Figure 1. Ports around the boundary.
Pins as bars across the die edge, other pins in gray.
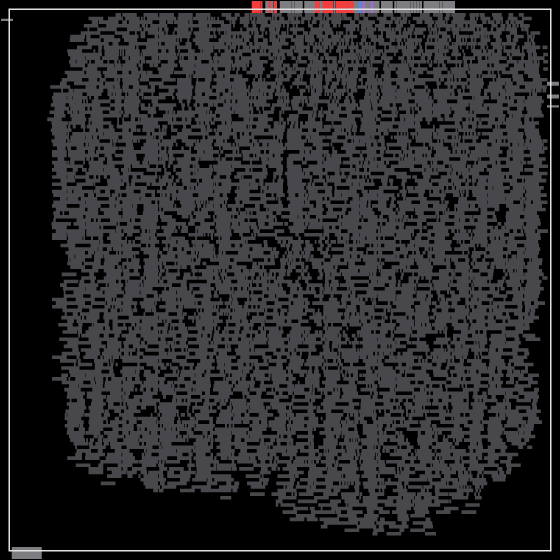
Figure 2. Gate-type map.
Bar = 100 µm.
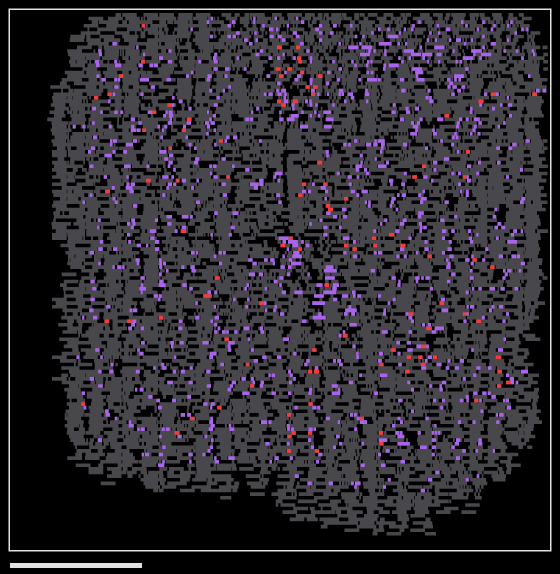
$ cat config.mk
export PLATFORM = sky130hd
export DESIGN_NAME = data_mem_ctrl
export DESIGN_NICKNAME = d
export VERILOG_FILES = /design/src/rtl/dmem_pkg.sv /design/src/rtl/dmem_lane_unit.sv /design/src/rtl/data_mem_ctrl.sv
export SDC_FILE = /design/constraint.sdc
export NUM_CORES = 2
export LEC_CHECK = 0
export CORE_MARGIN = 1
export CORE_UTILIZATION = 55
export CTS_BUF_LIST = sky130_fd_sc_hd__clkbuf_8
export DETAILED_ROUTE_END_ITERATION = 7
export PLACE_DENSITY = 0.72
export SLEW_MARGIN = 20
export SYNTH_ARGS = -nofsm -noshare
export SYNTH_HDL_FRONTEND = slang
export SYNTH_SLANG_ARGS = --single-unit
$ cat constraint.sdc
create_clock -name clk -period 14.7 [get_ports clk]
set_input_delay 2.94 -clock clk [delete_from_list [all_inputs] [get_ports clk]]
set_output_delay 2.94 -clock clk [all_outputs]
set_load 0.02 [all_outputs]
$ cat src/rtl/dmem_pkg.sv
// Shared definitions for the data-memory access controller: transfer size
// encodings, FSM state encoding and the alignment check used on request entry.
package dmem_pkg;

    localparam logic [1:0] SZ_BYTE  = 2'b00;
    localparam logic [1:0] SZ_HALF  = 2'b01;
    localparam logic [1:0] SZ_WORD  = 2'b10;
    localparam logic [1:0] SZ_DWORD = 2'b11;

    localparam logic [2:0] ST_IDLE    = 3'd0;
    localparam logic [2:0] ST_ACCESS  = 3'd1;
    localparam logic [2:0] ST_BEAT2   = 3'd2;
    localparam logic [2:0] ST_DONE    = 3'd3;
    localparam logic [2:0] ST_WAITLOW = 3'd4;

    // A transfer is misaligned when the address is not a multiple of its size.
    function automatic logic is_misaligned(input logic [1:0] size, input logic [2:0] addr_lo);
        logic mis;
        case (size)
            SZ_BYTE:  mis = 1'b0;
            SZ_HALF:  mis = addr_lo[0];
            SZ_WORD:  mis = |addr_lo[1:0];
            SZ_DWORD: mis = |addr_lo;
            default:  mis = 1'b1;
        endcase
        return mis;
    endfunction

endpackage

$ cat src/rtl/dmem_lane_unit.sv
// Byte-lane steering for one 32-bit word beat (big-endian: the byte at offset 0
// occupies bits [31:24]). Produces write enables, placed write data and the
// zero-extended read value. Purely combinational.
module dmem_lane_unit
    import dmem_pkg::*;
(
    input  logic [1:0]  i_size,
    input  logic [1:0]  i_addr_lo,
    input  logic [31:0] i_wdata,
    input  logic [31:0] i_rword,
    output logic [3:0]  o_be,
    output logic [31:0] o_wword,
    output logic [31:0] o_rdata
);

    logic [31:0] w_shift;

    // Bring the addressed byte down to [7:0]; offset k sits (3-k) lanes up.
    assign w_shift = i_rword >> {~i_addr_lo, 3'b000};

    // Select enables, write placement and read extraction by transfer size.
    always_comb begin
        o_be    = 4'b0000;
        o_wword = 32'd0;
        o_rdata = 32'd0;
        case (i_size)
            SZ_BYTE: begin
                o_be    = 4'b1000 >> i_addr_lo;
                o_wword = {4{i_wdata[7:0]}};
                o_rdata = {24'd0, w_shift[7:0]};
            end
            SZ_HALF: begin
                if (i_addr_lo[1]) begin
                    o_be    = 4'b0011;
                    o_rdata = {16'd0, i_rword[15:0]};
                end else begin
                    o_be    = 4'b1100;
                    o_rdata = {16'd0, i_rword[31:16]};
                end
                o_wword = {2{i_wdata[15:0]}};
            end
            SZ_WORD, SZ_DWORD: begin
                o_be    = 4'b1111;
                o_wword = i_wdata;
                o_rdata = i_rword;
            end
            default: begin
                o_be    = 4'b0000;
                o_wword = 32'd0;
                o_rdata = 32'd0;
            end
        endcase
    end

endmodule

$ cat src/rtl/data_mem_ctrl.sv
// Data-memory access controller: byte-addressed RAM with BYTE/HALF/WORD/DWORD
// transfers, programmable wait states and an MFA/MOC completion handshake.
// Optional macro DMEM_STATS_EN adds the AccessCount completed-transfer counter.
module data_mem_ctrl
    import dmem_pkg::*;
#(
    parameter int DEPTH       = 256,
    parameter int WAIT_CYCLES = 2
) (
    input  logic        clk,
    input  logic        reset,
    input  logic        MFA,
    input  logic        RW,
    input  logic [1:0]  DataSize,
    input  logic [31:0] Address,
    input  logic [31:0] DataIn,
    input  logic [31:0] DataInHi,
    output logic [31:0] DataOut,
    output logic [31:0] DataOutHi,
    output logic        MOC,
    output logic        Busy,
    output logic        Misaligned
`ifdef DMEM_STATS_EN
    ,
    output logic [31:0] AccessCount
`endif
);

    localparam int AW = $clog2(DEPTH);
    localparam int CW = (WAIT_CYCLES > 1) ? $clog2(WAIT_CYCLES) : 1;
    localparam logic [CW-1:0] CNT_RELOAD = CW'(WAIT_CYCLES - 1);
    localparam logic [AW-1:0] HI_OFFSET  = AW'(32'd4);

    logic [7:0]    r_mem [0:DEPTH-1];
    logic [2:0]    r_state;
    logic          r_rw;
    logic [1:0]    r_size;
    logic [AW-1:0] r_addr;
    logic [31:0]   r_wlo;
    logic [31:0]   r_whi;
    logic [CW-1:0] r_cnt;
    logic [31:0]   r_dout;
    logic [31:0]   r_douthi;
    logic          r_moc;
    logic          r_busy;
    logic          r_mis;

    logic [2:0]    w_next_state;
    logic          w_req_mis;
    logic          w_beat;
    logic          w_wr_en;
    logic [AW-1:0] w_beat_addr;
    logic [AW-1:0] w_base;
    logic [31:0]   w_rword;
    logic [3:0]    w_be;
    logic [31:0]   w_wword;
    logic [31:0]   w_rdata;
    logic          w_unused_addr;

    assign w_unused_addr = ^Address[31:AW];
    assign w_req_mis     = is_misaligned(DataSize, Address[2:0]);
    assign w_beat        = ((r_state == ST_ACCESS) || (r_state == ST_BEAT2)) && (r_cnt == '0);
    assign w_wr_en       = !reset && w_beat && !r_rw;
    assign w_beat_addr   = (r_state == ST_BEAT2) ? (r_addr + HI_OFFSET) : r_addr;
    assign w_base        = {w_beat_addr[AW-1:2], 2'b00};

    dmem_lane_unit u_lane (
        .i_size    (r_size),
        .i_addr_lo (w_beat_addr[1:0]),
        .i_wdata   ((r_state == ST_BEAT2) ? r_whi : r_wlo),
        .i_rword   (w_rword),
        .o_be      (w_be),
        .o_wword   (w_wword),
        .o_rdata   (w_rdata)
    );

    // Assemble the big-endian word holding the current beat address.
    always_comb begin
        w_rword = 32'd0;
        for (int j = 0; j < 4; j++) begin
            w_rword[8*j +: 8] = r_mem[w_base | AW'(3 - j)];
        end
    end

    // RAM write port; contents survive reset, a beat under reset is dropped.
    always_ff @(posedge clk) begin
        if (w_wr_en) begin
            for (int j = 0; j < 4; j++) begin
                if (w_be[j]) begin
                    r_mem[w_base | AW'(3 - j)] <= w_wword[8*j +: 8];
                end
            end
        end
    end

    // Next-state decision for the access sequencer.
    always_comb begin
        w_next_state = r_state;
        case (r_state)
            ST_IDLE: begin
                if (MFA) begin
                    w_next_state = w_req_mis ? ST_DONE : ST_ACCESS;
                end else begin
                    w_next_state = ST_IDLE;
                end
            end
            ST_ACCESS: begin
                if (r_cnt == '0) begin
                    w_next_state = (r_size == SZ_DWORD) ? ST_BEAT2 : ST_DONE;
                end else begin
                    w_next_state = ST_ACCESS;
                end
            end
            ST_BEAT2: begin
                if (r_cnt == '0) begin
                    w_next_state = ST_DONE;
                end else begin
                    w_next_state = ST_BEAT2;
                end
            end
            ST_DONE:    w_next_state = MFA ? ST_WAITLOW : ST_IDLE;
            ST_WAITLOW: w_next_state = MFA ? ST_WAITLOW : ST_IDLE;
            default:    w_next_state = ST_IDLE;
        endcase
    end

    // Sequencer state, request latch, wait counter and registered outputs.
    always_ff @(posedge clk) begin
        if (reset) begin
            r_state  <= ST_IDLE;
            r_rw     <= 1'b0;
            r_size   <= SZ_BYTE;
            r_addr   <= '0;
            r_wlo    <= 32'd0;
            r_whi    <= 32'd0;
            r_cnt    <= '0;
            r_dout   <= 32'd0;
            r_douthi <= 32'd0;
            r_moc    <= 1'b0;
            r_busy   <= 1'b0;
            r_mis    <= 1'b0;
        end else begin
            r_state <= w_next_state;
            r_moc   <= (w_next_state == ST_DONE);
            r_busy  <= (w_next_state != ST_IDLE);
            case (r_state)
                ST_IDLE: begin
                    if (MFA) begin
                        r_rw   <= RW;
                        r_size <= DataSize;
                        r_addr <= Address[AW-1:0];
                        r_wlo  <= DataIn;
                        r_whi  <= DataInHi;
                        r_mis  <= w_req_mis;
                        r_cnt  <= CNT_RELOAD;
                    end
                end
                ST_ACCESS: begin
                    if (r_cnt == '0) begin
                        if (r_rw) begin
                            r_dout <= w_rdata;
                        end
                        r_cnt <= CNT_RELOAD;
                    end else begin
                        r_cnt <= r_cnt - CW'(1'b1);
                    end
                end
                ST_BEAT2: begin
                    if (r_cnt == '0) begin
                        if (r_rw) begin
                            r_douthi <= w_rword;
                        end
                    end else begin
                        r_cnt <= r_cnt - CW'(1'b1);
                    end
                end
                default: begin
                    r_cnt <= r_cnt;
                end
            endcase
        end
    end

    assign DataOut    = r_dout;
    assign DataOutHi  = r_douthi;
    assign MOC        = r_moc;
    assign Busy       = r_busy;
    assign Misaligned = r_mis;

`ifdef DMEM_STATS_EN
    logic [31:0] r_acc_cnt;

    // Count transfers that completed without an alignment rejection.
    always_ff @(posedge clk) begin
        if (reset) begin
            r_acc_cnt <= 32'd0;
        end else if (r_moc && !r_mis) begin
            r_acc_cnt <= r_acc_cnt + 32'd1;
        end
    end

    assign AccessCount = r_acc_cnt;
`endif

endmodule
==> Slide: Implementation Results <==
Key Metrics from the Run

Outcome
  – Status: finished clean

Yosys
  – Mapped Area: 90490 µm²
  – Adder share: 0.01383%
  – Count of library flops with an enable pin: 2048
  – Register share after synthesis: 71.19%
  – Yosys aoi share: 9.131%
  – Syn Inst Count: 6434
  – Syn Nets: 6537
  – Count leader, synth: edfxtp_1
  – Post-Synth Simple-Gate Area: 9.571%
  – Chip area in the Yosys report: 90490 µm²
  – Area leader share: 67.96%
  – Yosys top cell by area: edfxtp_1
  – Distinct cells, synth: 99
  – Xor+xnor area frac: 0.1009%
  – Post-synth top cells: edfxtp_1, nand2_1, nor2_1
  – Commonest flop: edfxtp_1

Finish
  – ANT cells: 10
  – Register Area: 64430 µm²
  – Register with the most flip-flops: r_mem
  – Biggest Area Class: flip-flops and latches
  – CLK BUF: 367
  – Final #Nets: 6725
  – Logic Gate Count: 3764
  – Layout cells sized above 1: 11.82%
  – Flop share of the area: 63.99%
  – Logic area: 24590 µm²
  – Seq_cells: 2194
  – Clock Network Area Fraction: 6.129%
  – Area Growth Syn to Fin: 11.26%
  – Signal buffers: 302

Floorplanning
  – Tapcell count: 2175
  – Core area: 163000 µm²
  – Starting Density: 55.53%
  – Std cell rows: 148
  – # IOs: 169

Pwr
  – Top pwr grp: registers
  – Pwr Total: 15.26 mW
  – P_int: 10.48 mW
  – Comb power frac: 21.0%
  – Clock group: 4.78 mW
  – P_comb: 3.21 mW
  – Maximum vdd drop: 119.1 µV
  – Switching share of total power: 31.34%

Global route
  – Grt ovf: 0
  – First-pass GRT wire length: 402600 µm
  – GRT met2 Usage: 49.95%
  – Vias in the first global route: 58810

Worst setup path
  – Critical Path Most Common Cell: buf_4
  – R2r worst-path depth: 15
  – R2R setup slack: 7510 ps
  – Crit-path max cell delay: 990 ps
  – Worst EP required: 15640 ps
  – Worst flop-to-flop path endpoint: DataOut[5]$_SDFFE_PP0P_
  – Critical Path AT: 8120 ps
  – Cell Chain, Critical Path: buf_4, ha_4, buf_12, nor4b_4, buf_4, a22oi_2, buf_4, nand2b_1, a31oi_1, o21ai_0, o2111ai_1, nor4_4, o221ai_1, a21oi_1, o21ai_1
  – Crit path from: r_addr[2]$_SDFFE_PP0P_
  – Setup CP Type: register to register

Clocking
  – Cts bufs inserted: 352
  – CTS Buffer Depth: 4
  – H-Tree Depth: 5
  – CTS root buf: clkbuf_8
  – Post-CTS Setup Inserts: 0
  – Clk sinks: 2194

Routing
  – Average via count per standard cell: 6.798
  – Via Count: 61540
  – Routed length on met1: 99130 µm
  – Iteration tally of the first detailed-router pass: 7
  – Routed len/inst: 31.32 µm
  – Final ANT Viol Nets: 0
  – # DRC: 0
  – Top layer in use: met5

Timing
  – Final WS setup: 7515 ps
  – Slew HR: 17.84%
  – Min Clock Period, post-route: 7185 ps
  – Slew Viols, Final: 0
  – Tcrit/Tclk final: 48.88%
  – Max Clock Skew: 61.19 ps
  – Hold Worst Slack: 453.5 ps

Job
  – Max-Cap Viols: 0

Place
  – Placed cells: 8443
  – Pre-CTS setup slack: 7958 ps
  – Gp weighted congestion: 0.9160

Worst hold path
  – Worst hold path class: register to register
  – Hold depth: 2
About Figure 1:
- DataOutHi: red (pins 32; direction output; edge top)
- MOC: blue (pins 1; direction output; edge top)
- DataSize: purple (pins 2; direction input; edge top)
Die H: 407.6 µm
Die X: 407.6 µm
Buffers on Ports: 144

About Figure 2:
- aoi and oai cells: purple (cells 1086; where spread over the die)
- non-inverting ao/oa cells: red (cells 106)
Comb/total area: 24.43%
dominant logic cell type in the layout: edfxtp_1
Final Instance Count excl. Fillers: 9052

Power is estimated from default activity; no workload was simulated.
